<file path="src/rtl/fetch_sequencer.sv">
// fetch_sequencer: fetches RESET_PC..LAST_PC from a combinational imem into a one-entry ready/valid output slot
module fetch_sequencer #(
  parameter logic [7:0] RESET_PC = 8'h00,
  parameter logic [7:0] LAST_PC  = 8'h05
) (
  input  logic        clk,
  input  logic        reset,
  input  logic        start,
  input  logic        abort,
  output logic [7:0]  imem_addr,
  input  logic [31:0] imem_rd,
  output logic [31:0] instr,
  output logic [7:0]  instr_pc,
  output logic        instr_valid,
  input  logic        instr_ready,
  input  logic        redirect,
  input  logic [7:0]  redirect_pc,
  output logic        busy,
  output logic        done
);
  typedef enum logic [1:0] {IDLE, FETCH, DRAIN, DONE} state_t;
  state_t      state, state_n;
  logic [7:0]  pc, pc_n, instr_pc_n;
  logic [31:0] instr_n;
  logic        valid_n, free;
  assign free      = !instr_valid || instr_ready;
  assign imem_addr = pc;
  assign busy      = (state == FETCH) || (state == DRAIN);
  assign done      = state == DONE;
  always_ff @(posedge clk) begin
    if (reset) begin
      state       <= IDLE;
      pc          <= RESET_PC;
      instr       <= 32'h0;
      instr_pc    <= 8'h0;
      instr_valid <= 1'b0;
    end else begin
      state       <= state_n;
      pc          <= pc_n;
      instr       <= instr_n;
      instr_pc    <= instr_pc_n;
      instr_valid <= valid_n;
    end
  end
  always_comb begin
    state_n    = state;
    pc_n       = pc;
    instr_n    = instr;
    instr_pc_n = instr_pc;
    valid_n    = instr_valid;
    if (abort && state != IDLE) begin
      valid_n = 1'b0;
      state_n = IDLE;
    end else if (redirect && state != IDLE) begin
      valid_n = 1'b0;
      pc_n    = redirect_pc;
      state_n = FETCH;
    end else if (start && (state == IDLE || state == DONE)) begin
      pc_n    = RESET_PC;
      state_n = FETCH;
    end else if (state == FETCH && free) begin
      instr_n    = imem_rd;
      instr_pc_n = pc;
      valid_n    = 1'b1;
      pc_n       = pc + 8'd1;
      state_n    = (pc == LAST_PC) ? DRAIN : FETCH;
    end else if (state == DRAIN && free) begin
      valid_n = 1'b0;
      state_n = DONE;
    end
  end
endmodule

</file>
<file path="config.mk">
export PLATFORM = sky130hd
export DESIGN_NAME = fetch_sequencer
export DESIGN_NICKNAME = d
export VERILOG_FILES = /design/src/rtl/fetch_sequencer.sv
export SDC_FILE = /design/constraint.sdc
export NUM_CORES = 1
export LEC_CHECK = 0
export ABC_AREA = 1
export CORE_ASPECT_RATIO = 0.6
export CORE_MARGIN = 2
export CORE_UTILIZATION = 42
export DETAILED_ROUTE_END_ITERATION = 8
export GPL_ROUTABILITY_DRIVEN = 0
export HOLD_SLACK_MARGIN = 0.15
export PLACE_DENSITY = 0.84
export SYNTH_ARGS = -nofsm -noshare
export SYNTH_HDL_FRONTEND = slang
export SYNTH_SLANG_ARGS = --single-unit
</file>
<file path="constraint.sdc">
create_clock -name clk -period 2 [get_ports clk]
set_clock_uncertainty 0.1 [all_clocks]
set_input_delay 0.4 -clock clk [delete_from_list [all_inputs] [get_ports clk]]
set_output_delay 0.4 -clock clk [all_outputs]
set_load 0.01 [all_outputs]
</file>
Fig. 1: run 1, nets reached from selected ports
Drawn at 6 px/µm.
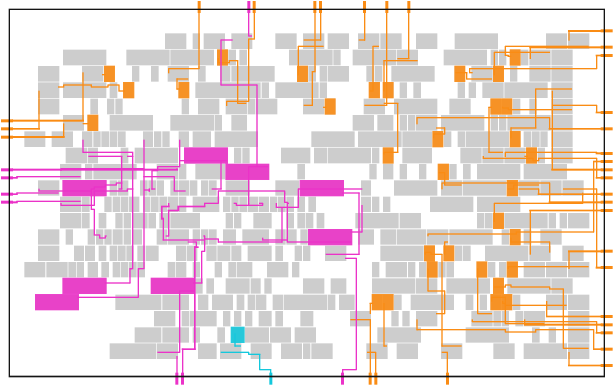
Key: cyan = `start` [bits 1, direction input, end cells 1, buffers 1, wire 14.8 µm]; magenta = `imem_addr` [bits 8, direction output, end cells 8, buffers 8, wire 493 µm]; orange = `imem_rd` [bits 32, direction input, end cells 32, buffers 32, wire 851 µm]
IO Port Bufs: 96
I/O Pins: 97

Fig. 2: run 1, M3 wires
Drawn at 4 px/µm. Cells faint in the background.
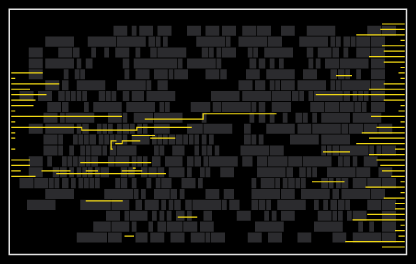
The layer holds 8.6% of the routed length. The wires run mostly horizontal. The layer carries 524 µm of wire. The longest straight run is 27.4 µm.
DR vias: 2312
global routing usage on met3: 6.797%
total wire length: 6094 µm

Fig. 3: run 1, clock routing
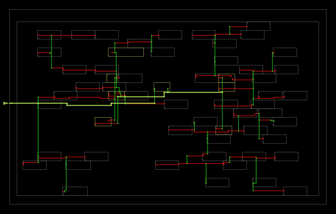
flop count: 51
cts bufs inserted: 5
clock buf count: 6

==> impl_metrics.env, run 1 <==
# physical design summary
export IMPL_placementRows=20
export IMPL_avgSynthCellArea_um2=7.232
export IMPL_ys_sh_mux_pct=0
export IMPL_yosysTopAreaCell="dfxtp_1"
export IMPL_cpLargestDelayFamily="buffers and inverters"
export IMPL_fmax_mhz=527.8
export IMPL_syn_area_um2=2271
export IMPL_grt_total_usage_pct=20.36
export IMPL_worst_pin_slew_ps=281.3
export IMPL_outcome="finished, final reports clean"
export IMPL_top_area_share_pct=44.96
export IMPL_synth_cell_types=23
export IMPL_drc=0
export IMPL_route_met3_wl_um=523
export IMPL_power_density_nw_per_um2=1301
export IMPL_grt_pass1_vias=2147
export IMPL_area_leaders="dfxtp_1 (45%), nor2_1 (18%), o21ai_0 (7.7%)"
export IMPL_hold_depth=2
export IMPL_fin_crit_ps=1895
export IMPL_path_cells="clkdlybuf4s50_1"
export IMPL_fin_ws_ps=105.3
export IMPL_crit_slowest_cell="clkdlybuf4s50_1"
export IMPL_vias_per_cell=4.837
export IMPL_ys_sh_simple_pct=30.80
export IMPL_top_usage_layer="met2"
export IMPL_utilization_pct=66.41
export IMPL_drt_met1_wl_um=2940
export IMPL_maxPowerGroup="combinational cells"
export IMPL_clockBufferDepth=2
export IMPL_ys_sh_xor_pct=0.3857
export IMPL_finalCritPeriodShare_pct=94.73
export IMPL_grt_util_met2_pct=33.49
export IMPL_nonClkBufAreaFrac_pct=30.89
export IMPL_signal_buffers=105
export IMPL_p_int_uw=2775
export IMPL_fa_ha_area_share_pct=3.306
==> inputs of run 2 (changes only) <==
--- a/config.mk
+++ b/config.mk
@@ -6,7 +6,7 @@
 export NUM_CORES = 1
 export LEC_CHECK = 0
 export ABC_AREA = 1
-export CORE_ASPECT_RATIO = 0.6
+export CORE_ASPECT_RATIO = 0.8
 export CORE_MARGIN = 2
 export CORE_UTILIZATION = 42
 export DETAILED_ROUTE_END_ITERATION = 8
Fig. 4: run 2, clock routing
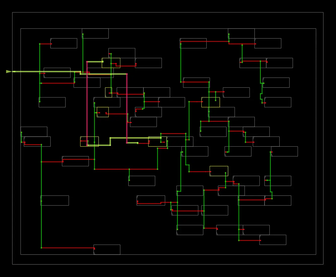
clock buf count: 5
Clk. pwr: 574 µW
Sink Count: 51
clk_lat worst skew: 300 ps

Fig. 5: run 2, cells coloured by class
Drawn at 3 px/µm.
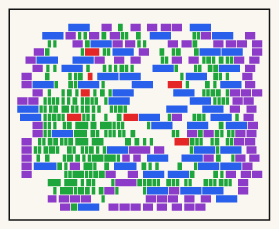
Key: green = combinational and other logic [cells 248, share of their area 35%]; red = clock drivers and dummy loads [cells 7, share of their area 2.5%]; purple = other buffers and delay cells [cells 100, share of their area 31%]; blue = flops [cells 51, share of their area 32%]
Core Footprint: 5122 µm²
FP Rows: 23
final instance area: 3326 µm²
Seq/total area: 30.77%
fin util: 64.92%

==> impl_metrics.env, run 2 <==
# physical design summary
export IMPL_cts_made_buffers=5
export IMPL_lay_top_count="nor2_1"
export IMPL_ys_sh_xor_pct=0.3857
export IMPL_avgSynthCellArea_um2=7.232
export IMPL_hold_depth=2
export IMPL_grt_pass1_vias=2058
export IMPL_cpLargestDelayFamily="buffers and inverters"
export IMPL_finalCritPeriodShare_pct=97.30
export IMPL_route_met3_wl_um=444
export IMPL_fin_ws_ps=54.00
export IMPL_grt_util_met2_pct=32.39
export IMPL_io_pins=97
export IMPL_path_cells="clkdlybuf4s50_1"
export IMPL_maxPowerGroup="combinational cells"
export IMPL_cp_max_fo=9
export IMPL_yosysTopAreaCell="dfxtp_1"
export IMPL_grt_util_met3_pct=4.405
export IMPL_routed_wl_um=5902
export IMPL_synth_cell_types=23
export IMPL_syn_area_um2=2271
export IMPL_ys_sh_simple_pct=30.80
export IMPL_grt_total_usage_pct=19.53
export IMPL_top_area_share_pct=44.96
export IMPL_drt_met1_wl_um=2624
export IMPL_io_buffers=96
export IMPL_top_usage_layer="met2"
export IMPL_fin_crit_ps=1946
export IMPL_signal_buffers=100
export IMPL_ys_sh_mux_pct=0
export IMPL_via_count=2309
export IMPL_outcome="finished, final reports clean"
export IMPL_rrSetupSlack_ps=180
export IMPL_vias_per_cell=4.934
export IMPL_p_int_uw=2554
export IMPL_area_leaders="dfxtp_1 (45%), nor2_1 (18%), o21ai_0 (7.7%)"
export IMPL_crit_slowest_cell="clkdlybuf4s50_1"
export IMPL_clockBufferDepth=2
==> inputs of run 3 (changes only) <==
--- a/config.mk
+++ b/config.mk
@@ -13,6 +13,7 @@
 export GPL_ROUTABILITY_DRIVEN = 0
 export HOLD_SLACK_MARGIN = 0.15
 export PLACE_DENSITY = 0.84
+export SLEW_MARGIN = 20
 export SYNTH_ARGS = -nofsm -noshare
 export SYNTH_HDL_FRONTEND = slang
 export SYNTH_SLANG_ARGS = --single-unit
Fig. 6: run 3, M3 wires
Drawn at 4 px/µm. Cells faint in the background.
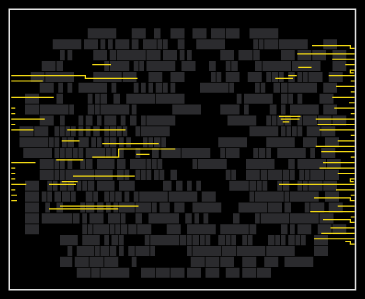
The layer carries 445 µm of wire. 67 nets have wire on it. The layer holds 7.5% of the routed length. The longest straight run is 19.3 µm.
global routing usage on met3: 4.405%
DR vias: 2309
total wire length: 5902 µm

Fig. 7: run 3, clock routing
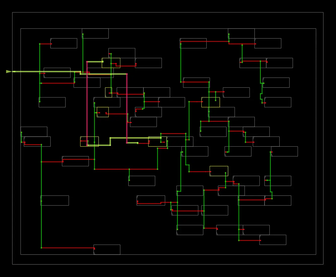

==> impl_metrics.env, run 3 <==
# physical design summary
export IMPL_outcome="finished, final reports clean"
export IMPL_clockBufferDepth=2
export IMPL_hold_depth=2
export IMPL_grt_util_met2_pct=32.39
export IMPL_crit_type="reg -> out"
export IMPL_grt_pass1_vias=2058
export IMPL_cts_root_buf="clkbuf_8"
export IMPL_nFlopsAndLatches=51
export IMPL_dp_hpwl_um=4287
export IMPL_finalCritPeriodShare_pct=97.30
export IMPL_utilization_pct=64.92
export IMPL_r2r_start="state[0]"
export IMPL_cp_max_fo=9
export IMPL_ys_sh_simple_pct=30.80
export IMPL_holdCritStartpoint="instr[1]"
export IMPL_sh_seq_area_pct=30.77
export IMPL_cts_tree="built"
export IMPL_cts_resized=3
export IMPL_highest_layer="met4"
export IMPL_die_area_um2=6015
export IMPL_clock_latency_ps=300
export IMPL_avgRoutedWirePerCell_um=12.61
export IMPL_io_pins=97
export IMPL_synth_cell_types=23
export IMPL_maxPowerGroup="combinational cells"
export IMPL_setup_viol=0
export IMPL_clkbuf_count=5
export IMPL_yosysTopAreaCell="dfxtp_1"
export IMPL_syn_area_um2=2271
export IMPL_lay_top_count="nor2_1"
export IMPL_io_buffers=96
export IMPL_grt_total_usage_pct=19.53
export IMPL_cts_made_buffers=5
export IMPL_route_met3_wl_um=444
export IMPL_fmax_mhz=513.9
export IMPL_top_logic_kind="simple AND/OR/NAND/NOR gates"
export IMPL_rrSetupSlack_ps=180
export IMPL_ys_sh_mux_pct=0
export IMPL_cts_clk_slew_worst_paths_ps=90
export IMPL_p_comb_uw=2030
export IMPL_critical_path_startpoint_type="flop"
export IMPL_rsz0062_at_grt="no"
export IMPL_grt_max_degree=49
export IMPL_path_cells="clkdlybuf4s50_1"
export IMPL_crit_slowest_cell="clkdlybuf4s50_1"
export IMPL_core_um2=5122
export IMPL_worst_pin_slew_ps=338.6
export IMPL_fa_ha_area_share_pct=3.306
export IMPL_nonClkBufAreaFrac_pct=30.51
export IMPL_finalInstanceArea_um2=3326
export IMPL_top_area_share_pct=44.96
export IMPL_fin_ws_ps=54.00
export IMPL_mostFrequentLayoutCells="nor2_1 (106), clkdlybuf4s50_1 (95), dfxtp_1 (49)"
export IMPL_critical_path_required_ps=1500
export IMPL_placementRows=23
export IMPL_ys_sh_xor_pct=0.3857
export IMPL_top_usage_layer="met2"
export IMPL_n_all_inverters=19
export IMPL_drt_met1_wl_um=2624
export IMPL_avgSynthCellArea_um2=7.232
export IMPL_signal_buffers=100
export IMPL_path_depth=1
export IMPL_area_leaders="dfxtp_1 (45%), nor2_1 (18%), o21ai_0 (7.7%)"
export IMPL_p_int_uw=2554
export IMPL_fin_crit_ps=1946
export IMPL_clk_power_uw=574
export IMPL_warnings=30
export IMPL_die_w_um=86.21
export IMPL_leakagePower_uw=0.001353
export IMPL_cpLargestDelayFamily="buffers and inverters"
export IMPL_clock_sinks=51
export IMPL_vias_per_cell=4.934
export IMPL_power_density_nw_per_um2=1256
export IMPL_drc=0

==> screenshots <==
Clock wires, drivers and flops.
Drawn at 6 px/µm.
image #1
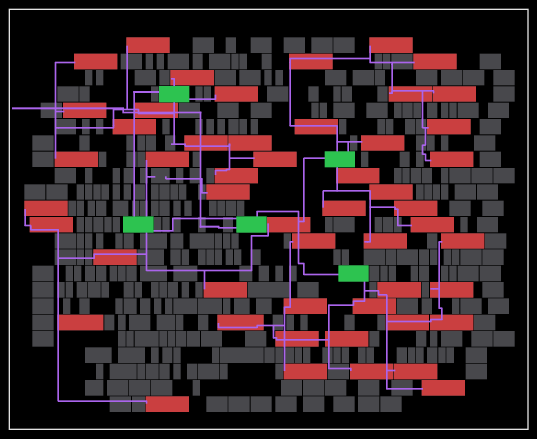
image #2
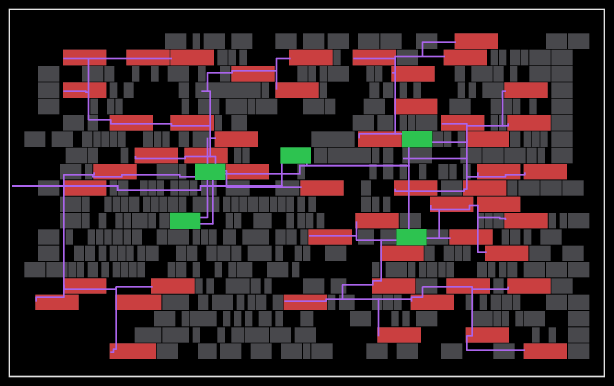
Image #2 is run 1.
Image #1 is run 3.

Key to image #2:
Key: purple = clock wires [length 600 µm]; green = clock drivers [count 5]; red = flip-flops [count 51]
There are 6 routed clock nets.

Power figures rest on the tool's default switching activity, not on a simulated workload.
